<file path="config.mk">
export PLATFORM = sky130hd
export DESIGN_NAME = biu_master_flat
export DESIGN_NICKNAME = d
export VERILOG_FILES = /design/src/rtl/biu_master_if.sv /design/src/rtl/biu_master.sv /design/src/flat_wrapper.sv
export SDC_FILE = /design/constraint.sdc
export NUM_CORES = 1
export LEC_CHECK = 0
export ABC_AREA = 1
export CAP_MARGIN = 5
export CORE_UTILIZATION = 36
export DETAILED_ROUTE_END_ITERATION = 8
export PLACE_DENSITY = 0.76
export SYNTH_ARGS = -nofsm -noshare
export SYNTH_HDL_FRONTEND = slang
export SYNTH_SLANG_ARGS = --single-unit
</file>
<file path="constraint.sdc">
create_clock -name clk -period 1.59 [get_ports clk]
set_input_delay 0.318 -clock clk [delete_from_list [all_inputs] [get_ports clk]]
set_output_delay 0.318 -clock clk [all_outputs]
set_load 0.01 [all_outputs]
</file>
<file path="src/rtl/biu_master_if.sv">
// Client request/done handshake and initiator-side bus signals for biu_master.
interface biu_master_if #(
  parameter int unsigned ADDR_WIDTH = 32,
  parameter int unsigned DATA_WIDTH = 32
);
  localparam int unsigned BE_WIDTH = DATA_WIDTH / 8;

  // Client side
  logic                  biu_req;
  logic                  biu_rnw;
  logic [ADDR_WIDTH-1:0] biu_addr;
  logic [DATA_WIDTH-1:0] biu_wdata;
  logic [BE_WIDTH-1:0]   biu_byteen;
  logic                  biu_ready;
  logic                  biu_done;
  logic [DATA_WIDTH-1:0] biu_rdata;
  logic                  biu_err;

  // Bus side
  logic                  bus_req;
  logic                  bus_rnw;
  logic [ADDR_WIDTH-1:0] bus_addr;
  logic [DATA_WIDTH-1:0] bus_wdata;
  logic [BE_WIDTH-1:0]   bus_byteen;
  logic                  bus_ack;
  logic [DATA_WIDTH-1:0] bus_rdata;

  // View from the bus initiator
  modport master (
    input  biu_req, biu_rnw, biu_addr, biu_wdata, biu_byteen,
    output biu_ready, biu_done, biu_rdata, biu_err,
    output bus_req, bus_rnw, bus_addr, bus_wdata, bus_byteen,
    input  bus_ack, bus_rdata
  );

  // View from the surroundings (client plus responding slave)
  modport slave (
    output biu_req, biu_rnw, biu_addr, biu_wdata, biu_byteen,
    input  biu_ready, biu_done, biu_rdata, biu_err,
    input  bus_req, bus_rnw, bus_addr, bus_wdata, bus_byteen,
    output bus_ack, bus_rdata
  );
endinterface

</file>
<file path="src/rtl/biu_master.sv">
// Bus initiator: takes one client request at a time, drives it on the bus until
// ack or timeout, then returns read data and error status with a done pulse.
module biu_master #(
  parameter int unsigned ADDR_WIDTH     = 32,
  parameter int unsigned DATA_WIDTH     = 32,
  parameter int unsigned ALIGNED        = 1,
  parameter int unsigned TIMEOUT_CYCLES = 16
) (
  input logic          clk,
  input logic          n_rst,
  biu_master_if.master bif
);
  localparam int unsigned BE_WIDTH = DATA_WIDTH / 8;
  // Keep at least one bit so a disabled timeout still elaborates cleanly
  localparam int unsigned CNT_WIDTH = (TIMEOUT_CYCLES > 0) ? $clog2(TIMEOUT_CYCLES + 1) : 1;
  localparam logic [CNT_WIDTH-1:0] CNT_MAX =
      CNT_WIDTH'((TIMEOUT_CYCLES > 0) ? TIMEOUT_CYCLES - 1 : 0);
  // Byte-offset bits of the address; a mask avoids a zero-width slice when DATA_WIDTH == 8
  localparam logic [ADDR_WIDTH-1:0] ALIGN_MASK = ADDR_WIDTH'(BE_WIDTH - 1);

  typedef enum logic [1:0] {StIdle, StBus, StDone} state_e;

  state_e                state_q, state_d;
  logic                  rnw_q, rnw_d;
  logic [ADDR_WIDTH-1:0] addr_q, addr_d;
  logic [DATA_WIDTH-1:0] wdata_q, wdata_d;
  logic [BE_WIDTH-1:0]   byteen_q, byteen_d;
  logic [DATA_WIDTH-1:0] rdata_q, rdata_d;
  logic                  err_q, err_d;
  logic [CNT_WIDTH-1:0]  cnt_q, cnt_d;
  logic                  misaligned;
  logic                  timeout_hit;

  // Request decode: alignment fault and timeout condition
  always_comb begin
    misaligned  = (ALIGNED != 0) && ((bif.biu_addr & ALIGN_MASK) != '0);
    timeout_hit = (TIMEOUT_CYCLES != 0) && (cnt_q == CNT_MAX);
  end

  // Next-state logic: latch request, run bus phase, report completion
  always_comb begin
    state_d  = state_q;
    rnw_d    = rnw_q;
    addr_d   = addr_q;
    wdata_d  = wdata_q;
    byteen_d = byteen_q;
    rdata_d  = rdata_q;
    err_d    = err_q;
    cnt_d    = cnt_q;
    unique case (state_q)
      StIdle: begin
        if (bif.biu_req) begin
          rnw_d    = bif.biu_rnw;
          addr_d   = bif.biu_addr;
          wdata_d  = bif.biu_wdata;
          byteen_d = bif.biu_byteen;
          cnt_d    = '0;
          if (misaligned) begin
            err_d   = 1'b1;
            rdata_d = '0;
            state_d = StDone;
          end else begin
            state_d = StBus;
          end
        end
      end
      StBus: begin
        cnt_d = cnt_q + 1'b1;
        // Ack takes priority over a timeout landing in the same cycle
        if (bif.bus_ack) begin
          rdata_d = rnw_q ? bif.bus_rdata : '0;
          err_d   = 1'b0;
          state_d = StDone;
        end else if (timeout_hit) begin
          rdata_d = '0;
          err_d   = 1'b1;
          state_d = StDone;
        end
      end
      StDone: begin
        state_d = StIdle;
      end
      default: begin
        state_d = StIdle;
      end
    endcase
  end

  // State and datapath registers
  always_ff @(posedge clk or negedge n_rst) begin
    if (!n_rst) begin
      state_q  <= StIdle;
      rnw_q    <= 1'b0;
      addr_q   <= '0;
      wdata_q  <= '0;
      byteen_q <= '0;
      rdata_q  <= '0;
      err_q    <= 1'b0;
      cnt_q    <= '0;
    end else begin
      state_q  <= state_d;
      rnw_q    <= rnw_d;
      addr_q   <= addr_d;
      wdata_q  <= wdata_d;
      byteen_q <= byteen_d;
      rdata_q  <= rdata_d;
      err_q    <= err_d;
      cnt_q    <= cnt_d;
    end
  end

  // Outputs are decoded from registered state only
  always_comb begin
    bif.biu_ready  = (state_q == StIdle);
    bif.biu_done   = (state_q == StDone);
    bif.biu_rdata  = rdata_q;
    bif.biu_err    = err_q;
    bif.bus_req    = (state_q == StBus);
    bif.bus_rnw    = rnw_q;
    bif.bus_addr   = addr_q;
    bif.bus_wdata  = wdata_q;
    bif.bus_byteen = byteen_q;
  end
endmodule

</file>
<file path="src/flat_wrapper.sv">
// flat-port wrapper written by rule: the top's interface ports become plain ports
module biu_master_flat 
#(
  parameter int unsigned ADDR_WIDTH     = 32,
  parameter int unsigned DATA_WIDTH     = 32,
  parameter int unsigned ALIGNED        = 1,
  parameter int unsigned TIMEOUT_CYCLES = 16
)
  (clk, n_rst, bif_biu_req, bif_biu_rnw, bif_biu_addr, bif_biu_wdata, bif_biu_byteen, bif_biu_ready, bif_biu_done, bif_biu_rdata, bif_biu_err, bif_bus_req, bif_bus_rnw, bif_bus_addr, bif_bus_wdata, bif_bus_byteen, bif_bus_ack, bif_bus_rdata);
  biu_master_if #(.ADDR_WIDTH(ADDR_WIDTH), .DATA_WIDTH(DATA_WIDTH)) bif_i ();
  input logic clk;
  input logic n_rst;
  input wire logic [$bits(bif_i.biu_req)-1:0] bif_biu_req;
  input wire logic [$bits(bif_i.biu_rnw)-1:0] bif_biu_rnw;
  input wire logic [$bits(bif_i.biu_addr)-1:0] bif_biu_addr;
  input wire logic [$bits(bif_i.biu_wdata)-1:0] bif_biu_wdata;
  input wire logic [$bits(bif_i.biu_byteen)-1:0] bif_biu_byteen;
  output wire logic [$bits(bif_i.biu_ready)-1:0] bif_biu_ready;
  output wire logic [$bits(bif_i.biu_done)-1:0] bif_biu_done;
  output wire logic [$bits(bif_i.biu_rdata)-1:0] bif_biu_rdata;
  output wire logic [$bits(bif_i.biu_err)-1:0] bif_biu_err;
  output wire logic [$bits(bif_i.bus_req)-1:0] bif_bus_req;
  output wire logic [$bits(bif_i.bus_rnw)-1:0] bif_bus_rnw;
  output wire logic [$bits(bif_i.bus_addr)-1:0] bif_bus_addr;
  output wire logic [$bits(bif_i.bus_wdata)-1:0] bif_bus_wdata;
  output wire logic [$bits(bif_i.bus_byteen)-1:0] bif_bus_byteen;
  input wire logic [$bits(bif_i.bus_ack)-1:0] bif_bus_ack;
  input wire logic [$bits(bif_i.bus_rdata)-1:0] bif_bus_rdata;
  assign bif_i.biu_req = bif_biu_req;
  assign bif_i.biu_rnw = bif_biu_rnw;
  assign bif_i.biu_addr = bif_biu_addr;
  assign bif_i.biu_wdata = bif_biu_wdata;
  assign bif_i.biu_byteen = bif_biu_byteen;
  assign bif_biu_ready = bif_i.biu_ready;
  assign bif_biu_done = bif_i.biu_done;
  assign bif_biu_rdata = bif_i.biu_rdata;
  assign bif_biu_err = bif_i.biu_err;
  assign bif_bus_req = bif_i.bus_req;
  assign bif_bus_rnw = bif_i.bus_rnw;
  assign bif_bus_addr = bif_i.bus_addr;
  assign bif_bus_wdata = bif_i.bus_wdata;
  assign bif_bus_byteen = bif_i.bus_byteen;
  assign bif_i.bus_ack = bif_bus_ack;
  assign bif_i.bus_rdata = bif_bus_rdata;
  biu_master #(.ADDR_WIDTH(ADDR_WIDTH), .DATA_WIDTH(DATA_WIDTH), .ALIGNED(ALIGNED), .TIMEOUT_CYCLES(TIMEOUT_CYCLES)) u_core (.clk(clk), .n_rst(n_rst), .bif(bif_i));
endmodule
</file>
Run 1, M1 wires:
Bar = 20 um. Supply wires on this layer in gray.
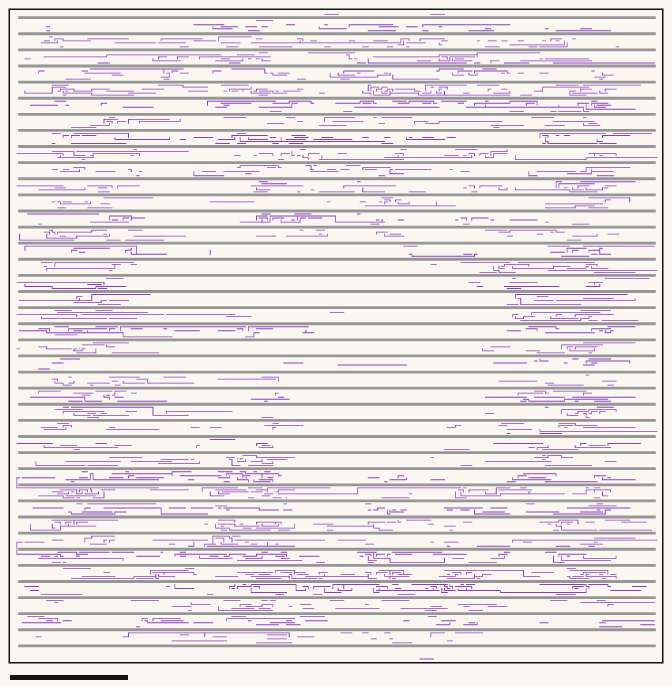
longest straight run: 27.1 um
wire length on this layer: 4,570 um

Run 1, the metal 2 layer:
Cells faint in the background.
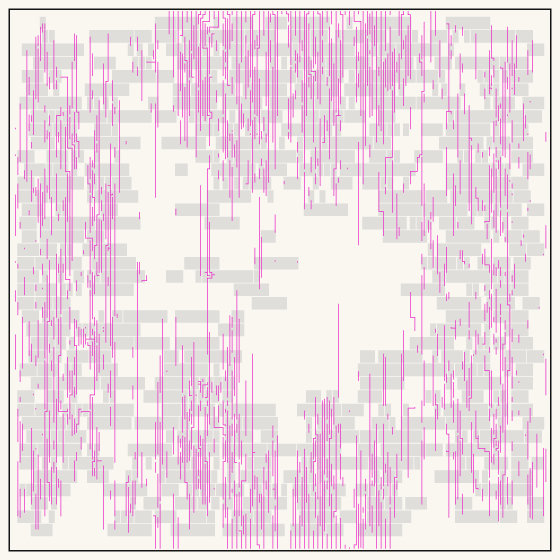
wire length on this layer: 6,070 um
main direction: vertical
WL final: 11,940 um
via count: 3,865
met2 Usage GRT: 0.3232

==> flow_summary.json, run 1 <==
{
  "dp_hpwl_um": 8227,
  "drc": 0,
  "instances_no_fill": 844,
  "ys.flops": 109,
  "routed_via_density": 4.579,
  "fin_hold_ws_ns": 0.4568,
  "clock.latency.late_pin_ns": 0.34,
  "outcome": "finished, final reports clean",
  "hold_violations": 0,
  "rows": 39,
  "warning_count": 27,
  "critPathArrivalTime_ns": 1.81,
  "initialDrtViolationCount": 276,
  "compound_area_frac": 0.006246,
  "grt-ovfl-total": 0,
  "die_y_um": 110.1,
  "critPathCaptureType": "register",
  "track_usage": 0.1863,
  "drive_gt1_frac": 0.08274,
  "slew_viol_final": 0,
  "synth_cells": 476,
  "fillers": 945,
  "dr.pass1.iters": 4,
  "synthDistinctLibCells": 19
}
Run 1, met3 routing:
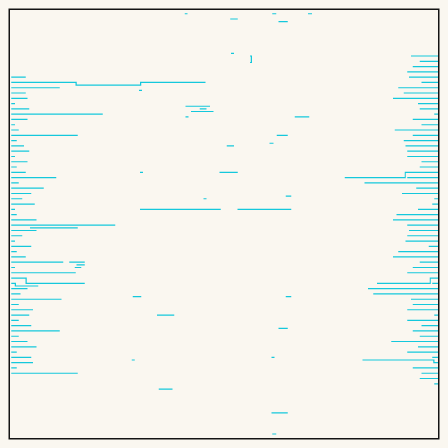
wire length on this layer: 947 um
longest straight run: 26.4 um
met3 Resource Use GR: 0.04762

==> run 1: routing by layer <==
| metal | vias up | global-route usage | part of all wire |
|---|---|---|---|
| li1 | 1874 | - | - |
| met1 | 1800 | 0.2129 | 0.38 |
| met2 | 164 | 0.3232 | 0.51 |
| met3 | 27 | 0.04762 | 0.079 |
| met4 | 0 | 0.09305 | 0.029 |
| met5 | - | 0 | 0 |
==> run 1: final cells by class <==
type / instances / area, um2 / share of cell area
tap: 143 / 178.9 / 0.02504
inverter: 7 / 26.28 / 0.003676
clock inverter: 5 / 60.06 / 0.008403
multi-input combinational: 340 / 1379 / 0.1929
sequential: 109 / 2728 / 0.3817
clock buffer: 11 / 242.7 / 0.03396
timing repair buffer: 229 / 2532 / 0.3543
==> run 1: sequential cells by signal (all words and copies together), names as in the netlist <==
name,count
u_core.bif.bus_rnw,1
u_core.state_q,2
u_core.bif.biu_rdata,32
u_core.bif.bus_addr,32
u_core.bif.biu_err,1
u_core.cnt_q,5
u_core.bif.bus_byteen,4
u_core.bif.bus_wdata,32
==> run 1: cell usage after synthesis <==
cell type | instances | share of area
nand2_1 | 314 | 0.28
dfrtp_1 | 109 | 0.65
buf_2 | 9 | 0.011
nor2_1 | 8 | 0.0071
nand3_1 | 5 | 0.0059
buf_4 | 4 | 0.0071
clkbuf_1 | 4 | 0.0036
inv_1 | 4 | 0.0036
inv_2 | 3 | 0.0027
o21ai_0 | 3 | 0.0036
buf_6 | 2 | 0.0054
ha_1 | 2 | 0.0059
nand4_1 | 2 | 0.0030
nor2_4 | 2 | 0.0054
a21oi_1 | 1 | 0.0012
buf_1 | 1 | 0.00089
nand2_2 | 1 | 0.0015
nand3_2 | 1 | 0.0024
o22ai_1 | 1 | 0.0015
Run 1, congestion heat map:
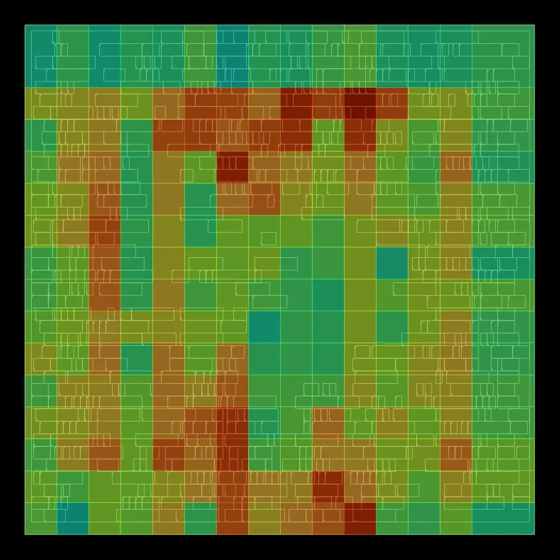

## Run 2: what changed since run 1
--- a/config.mk
+++ b/config.mk
@@ -9,6 +9,7 @@
 export CAP_MARGIN = 5
 export CORE_UTILIZATION = 36
 export DETAILED_ROUTE_END_ITERATION = 8
+export GPL_TIMING_DRIVEN = 0
 export PLACE_DENSITY = 0.76
 export SYNTH_ARGS = -nofsm -noshare
 export SYNTH_HDL_FRONTEND = slang
Run 2, congestion heat map:
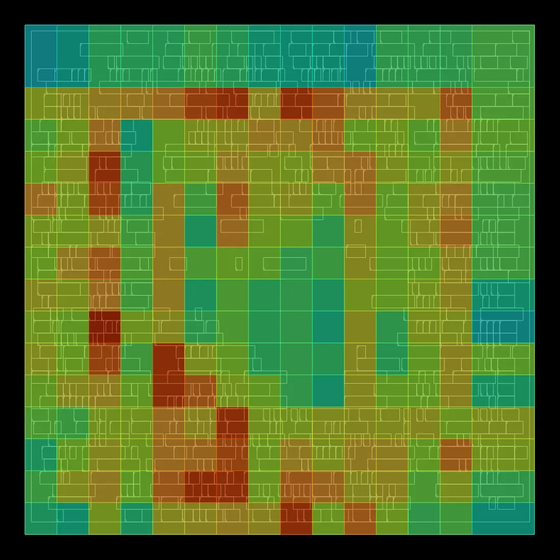
Overall Global Routing Usage: 0.1913
final core utilization: 0.6189
met3 Resource Use GR: 0.05115

==> flow_summary.json, run 2 <==
{
  "setup_viol_count_final": 31,
  "synth_cells": 476,
  "fin_hold_ws_ns": 0.08527,
  "fillers": 980,
  "yosysTopAreaCell": "dfrtp_1",
  "routed_wl_um": 11830,
  "edf_count": 0,
  "dp_hpwl_um": 8450,
  "flop_cell": "dfrtp_1",
  "async_flop_share": 1.000,
  "die_y_um": 110.1,
  "top_cells_by_count": "314 x nand2_1, 109 x dfrtp_1, 9 x buf_2",
  "hold_violations": 0,
  "clock.latency.late_pin_ns": 0.34,
  "top_area_frac": 0.6484,
  "slew_viol_final": 0,
  "worst_slack_ns": -0.09493,
  "warning_count": 28,
  "critPathArrivalTime_ns": 1.91,
  "outcome": "finished with violations",
  "yosys.cell_count.top_type": "nand2_1",
  "failed_checks": "setup timing",
  "drive_gt1_frac": 0.08520,
  "critPathCaptureType": "register",
  "synthDistinctLibCells": 19,
  "compound_area_frac": 0.006246
}
Run 2, the metal 2 layer:
Cells faint in the background.
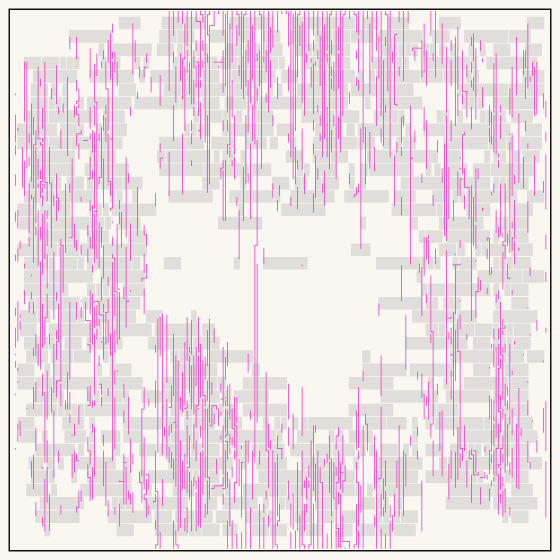
main direction: vertical
wire length on this layer: 5,970 um
longest straight run: 44.2 um
nets with wire on the layer: 671
via count: 3,878
met2 Usage GRT: 0.3429

==> run 2: cell type report <==
type                       instances  area [um2]  share of cell area
sequential                       109        2728              0.3860
timing repair buffer             224        2369              0.3352
multi-input combinational        341        1369              0.1937
clock buffer                      13       250.2             0.03541
tap                              143       178.9             0.02532
buffer                            20       136.4             0.01930
inverter                           7       26.28            0.003718
clock inverter                     2       10.01            0.001416
==> run 2: kinds of logic after synthesis <==
logic type	after synthesis
AOI/OAI and AO/OA	5
adders and majority gates	2
buffers and inverters	27
DFF	109
and+or+nand+nor	333
==> run 2: what timing repair did <==
item | 4_1_cts | 5_1_grt
gates cloned | 4 | 0
pin swaps | 5 | 3
setup buffers | 8 | 3
resized | 18 | 63
setup endpoints to repair | 58 | 142
==> run 2: report_power, final <==
group,switching (mW),internal [mW]
combinational,1.08,1.32
clock,0.943,1.10
sequential,0.253,3.25
total,2.28,5.66
==> run 2: how the worst max path moves through the flow <==
stage,endpoint,depth (start not counted)
5_1_grt,u_core.bif.biu_rdata[17],10
3_5_place_dp,u_core.bif.bus_wdata[26],8
4_1_cts,u_core.bif.biu_rdata[6],10
3_3_place_gp,u_core.bif.biu_rdata[10],1
6_report,u_core.bif.biu_rdata[16],10
2_1_floorplan,u_core.bif.biu_rdata[22],10
==> run 2: layer usage <==
metal,vias up,part of all wire,GRT usage
li1,1916,-,-
met1,1809,0.40,0.2189
met2,141,0.50,0.3429
met3,12,0.084,0.05115
met4,0,0.013,0.06767
met5,-,0,0
==> run 2: critical path: stages (launching register included) <==
cell and delay [ns]:
dfrtp_1 0.37, ha_2 0.20, nand2_2 0.08, nor2_2 0.11
ha_1 0.18, nor2_2 0.05, nand2_2 0.13, nand3_4 0.16
buf_6 0.18, nand2_1 0.06, nand2_1 0.06
